**src/rtl/serial_word_shifter.sv**
```systemverilog
// Parallel-in/serial-out word shifter with a one-word holding register.
// It feeds a serial "11" sequence detector one bit per clock.
module serial_word_shifter #(
  parameter int WIDTH     = 8,
  parameter bit MSB_FIRST = 1'b1
) (
  input  logic             clk,
  input  logic             reset,
  input  logic [WIDTH-1:0] data_in,
  input  logic             load_valid,
  output logic             load_ready,
  output logic             out,
  output logic             out_valid,
  output logic             word_done,
  output logic             busy
);

  localparam int CW = (WIDTH > 1) ? $clog2(WIDTH) : 1;
  localparam logic [CW-1:0] LAST_IDX = CW'(WIDTH - 1);

  typedef enum logic {
    IDLE  = 1'b0,
    SHIFT = 1'b1
  } state_t;

  state_t           state_r;
  logic [WIDTH-1:0] shreg_r;
  logic [WIDTH-1:0] hold_r;
  logic [CW-1:0]    cnt_r;
  logic             hold_full_r;

  logic             accept_s;
  logic             last_bit_s;
  logic [WIDTH-1:0] shifted_s;
  logic             head_bit_s;

  // Handshake and shift-path decode, driven only by registered state and load_valid.
  always_comb begin
    accept_s   = load_valid && !hold_full_r;
    last_bit_s = (cnt_r == LAST_IDX);
    if (MSB_FIRST) begin
      shifted_s  = {shreg_r[WIDTH-2:0], 1'b0};
      head_bit_s = shreg_r[WIDTH-1];
    end else begin
      shifted_s  = {1'b0, shreg_r[WIDTH-1:1]};
      head_bit_s = shreg_r[0];
    end
  end

  // Shifter FSM: loads, shifts, and chains the held word in on the last-bit edge.
  always_ff @(posedge clk or posedge reset) begin
    if (reset) begin
      state_r     <= IDLE;
      shreg_r     <= {WIDTH{1'b0}};
      hold_r      <= {WIDTH{1'b0}};
      cnt_r       <= {CW{1'b0}};
      hold_full_r <= 1'b0;
    end else begin
      case (state_r)
        IDLE: begin
          hold_full_r <= 1'b0;
          cnt_r       <= {CW{1'b0}};
          if (accept_s) begin
            shreg_r <= data_in;
            state_r <= SHIFT;
          end else begin
            state_r <= IDLE;
          end
        end
        SHIFT: begin
          if (!last_bit_s) begin
            shreg_r <= shifted_s;
            cnt_r   <= cnt_r + CW'(1);
            if (accept_s) begin
              hold_r      <= data_in;
              hold_full_r <= 1'b1;
            end else begin
              hold_full_r <= hold_full_r;
            end
          end else if (hold_full_r) begin
            // load_ready is low here, so no new word can collide with the drain.
            shreg_r     <= hold_r;
            cnt_r       <= {CW{1'b0}};
            hold_full_r <= 1'b0;
          end else if (accept_s) begin
            shreg_r <= data_in;
            cnt_r   <= {CW{1'b0}};
          end else begin
            shreg_r <= {WIDTH{1'b0}};
            cnt_r   <= {CW{1'b0}};
            state_r <= IDLE;
          end
        end
        default: begin
          state_r     <= IDLE;
          shreg_r     <= {WIDTH{1'b0}};
          cnt_r       <= {CW{1'b0}};
          hold_full_r <= 1'b0;
        end
      endcase
    end
  end

  // Output decode straight from state registers, so reset clears them at once.
  always_comb begin
    load_ready = !hold_full_r;
    out_valid  = 1'b0;
    out        = 1'b0;
    word_done  = 1'b0;
    busy       = hold_full_r;
    if (state_r == SHIFT) begin
      out_valid = 1'b1;
      out       = head_bit_s;
      word_done = last_bit_s;
      busy      = 1'b1;
    end else begin
      out_valid = 1'b0;
    end
  end

endmodule

```
**config.mk**
```make
export PLATFORM = sky130hd
export DESIGN_NAME = serial_word_shifter
export DESIGN_NICKNAME = d
export VERILOG_FILES = /design/src/rtl/serial_word_shifter.sv
export SDC_FILE = /design/constraint.sdc
export NUM_CORES = 1
export LEC_CHECK = 0
export CORE_ASPECT_RATIO = 0.8
export CORE_MARGIN = 1
export CORE_UTILIZATION = 54
export CTS_BUF_LIST = sky130_fd_sc_hd__clkbuf_8
export DETAILED_ROUTE_END_ITERATION = 7
export GPL_TIMING_DRIVEN = 1
export PLACE_DENSITY = 0.8
export SYNTH_ARGS = -nofsm -noshare
export SYNTH_HDL_FRONTEND = slang
export SYNTH_SLANG_ARGS = --single-unit
```
**constraint.sdc**
```tcl
create_clock -name clk -period 2 [get_ports clk]
set_input_delay 0.4 -clock clk [delete_from_list [all_inputs] [get_ports clk]]
set_output_delay 0.4 -clock clk [all_outputs]
set_load 0.005 [all_outputs]
```
Figure 1. The metal 3 layer.
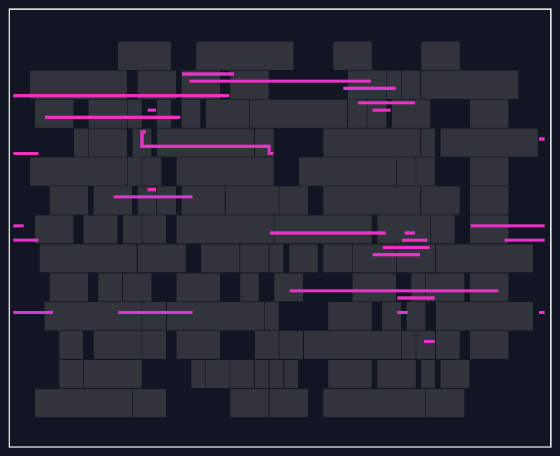
- longest straight run: 20.0 µm
- main direction: horizontal
- wire length on this layer: 158 µm

==> Slide: Implementation Results <==
Flow Results at a Glance

Outcome
  • Status: finished, final reports clean

Power
  • Internal Pwr Total: 1.12 mW
  • Sequential share of power: 0.455
  • Peak VDD IR: 893 µV
  • Sw power: 0.593 mW
  • Seq pwr: 0.779 mW
  • Sw Share: 0.346
  • P_leak: 0.658 nW
  • P_comb: 0.653 mW

Synthesis
  • Area leader, netlist: dfrtp_1
  • Xor/xnor share: 0
  • Compound Share, Synth: 0.184
  • Post-synthesis adder-cell area fraction: 0.0365
  • Mapped Area: 1030 µm²
  • Synth unique cells: 20
  • Top cells by count: dfrtp_1 (21), inv_1 (10), o21ai_0 (8)
  • Area reported by Yosys stat: 1030 µm²
  • Post-synth EDFFs: 0
  • Post-synth mux share: 0.0876
  • Seq share, synth: 0.511
  • And+or+nand+nor area frac: 0.125
  • Synth top cell by count: dfrtp_1
  • Top_reg_cell synth: dfrtp_1
  • Max-area cell share: 0.511
  • Gate count of the mapped netlist: 94
  • Cell count in the Yosys report: 94
  • Synthesis Warnings: 0
  • #FFs+latches synth: 21

Global routing
  • Largest net degree at the start of global routing: 22
  • Met3 Use GR: 0.0667
  • Grt met1 use: 0.316
  • GR peak layer: met2
  • Grt total ovfl: 0
  • Met2 Use GR: 0.477
  • Vias in the first global route: 786
  • Gr usage total: 0.259

Drt
  • Met2 routed WL: 1130 µm
  • Met3 wire len: 157 µm
  • TritonRoute pass-1 iters: 4
  • Post-route DRC: 0
  • Post-Route WL: 2280 µm
  • DR top layer: met4
  • DR vias/cell: 5.95
  • Vias: 815
  • Wirelength per Cell: 16.7 µm

Worst setup path
  • Crit. Startpoint: hold_full_r
  • Critical path required time: 1600 ps
  • Critical Path End: busy
  • Crit Path Max Fanout: 10
  • Worst Setup Path Type: reg -> out
  • Worst path bufs/invs: 1
  • CP Depth: 2
  • Critical path's top delay family: flip-flops
  • Worst setup SP type: flip-flop
  • Worst r2r src: cnt_r[0]
  • CP Data Arrival Time: 1520 ps
  • Slowest stage cell, crit path: dfrtp_1
  • Reg-to-Reg End: hold_r[2]
  • Nature of the critical path endpoint: primary output
  • Max stage delay on crit path: 500 ps

Layout
  • Signal buf overhead: 0.156
  • Sequential share of cell area: 0.409
  • # diodes: 0
  • Most instantiated logic cells after routing: dfrtp_1 (20), clkdlybuf4s50_1 (14), inv_1 (10)
  • Number of logic inverters in the finished layout: 10
  • Fin nets: 130
  • Fill cells: 127
  • MI comb cells: 58
  • Comb/total area: 0.348
  • Synth-to-Final Area Change: 25.2%
  • Non-clock buffers: 22
  • Dominant class by area: sequential cells
  • Clock buffers: 3
  • Area of the multi-input gates: 448 µm²

Floorplanning
  • Floorplan core density: 0.602
  • Die W: 50.8 µm
  • IO Pins: 16
  • Cell row count: 13
  • DIE AREA: 2080 µm²

Clock tree
  • CTS tree: done
  • Number of buffers created by CTS: 3
  • PostCTS Resize Cnt: 2
  • Clock H-tree levels: 1
  • Clk_lat worst skew: 260 ps
  • Setup Buffers After CTS: 0
  • Clk Tree Root Cell: clkbuf_8
  • Clk sinks: 21

Placed design
  • GPL Wtd Cong: 0.783
  • Place WS: 139 ps
  • Post-DP HPWL: 1600 µm
  • IO Port Bufs: 15

STA
  • Fin Hold WS: 454 ps
  • RSZ-0062 raised after global routing: false
  • Minimum clock period after layout: 1920 ps
  • Setup Viol. Count Final: 0
  • Setup total negative slack: 0 ps
  • Crit share post-route: 0.959
  • Final Hold Vio Count: 0
  • Worst Skew: 7.83 ps

Worst hold path
  • Tightest Hold Check Type: in -> async
Figure 2. Logic cells by family.
Bar = 20 µm.
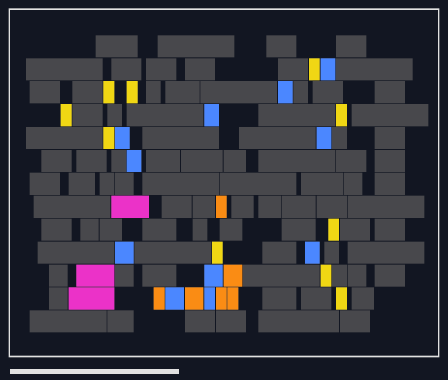
- adder and majority cells: magenta (cells 3; most used ha_1)
- NAND gates: blue (cells 11; most used nand3_1)
- inverters: yellow (cells 10; most used inv_1)
- NOR gates: orange (cells 6; most used nor2_1; where bottom middle)

stage by stage:
| step | cells | instance area, µm² | util | power, mW |
|---|---|---|---|---|
| final | 137 | 1290 | 0.754 | 1.71 |
| after global routing | 137 | 1290 | 0.754 | 1.83 |
| after CTS | 137 | 1290 | 0.753 | 1.72 |
| after detailed placement | 133 | 1240 | 0.725 | 1.43 |
| after global placement | 133 | 1240 | 0.725 | 1.38 |
| after floorplan | 94 | 1030 | - | 1.17 |
registers in the layout (all words and copies together), names as in the netlist:
register / cells
hold_r: 8
shreg_r: 8
cnt_r: 3
hold_full_r: 1
state_r: 1
logic make-up after synthesis:
logic type,after synthesis
AND/OR/NAND/NOR,24
flip-flops,21
buffers and inverters,15
adder cells (fa/ha/maj),3
multiplexers,8
AND-OR/OR-AND,23
No activity file was given, so power comes from the tool's default toggle rates.
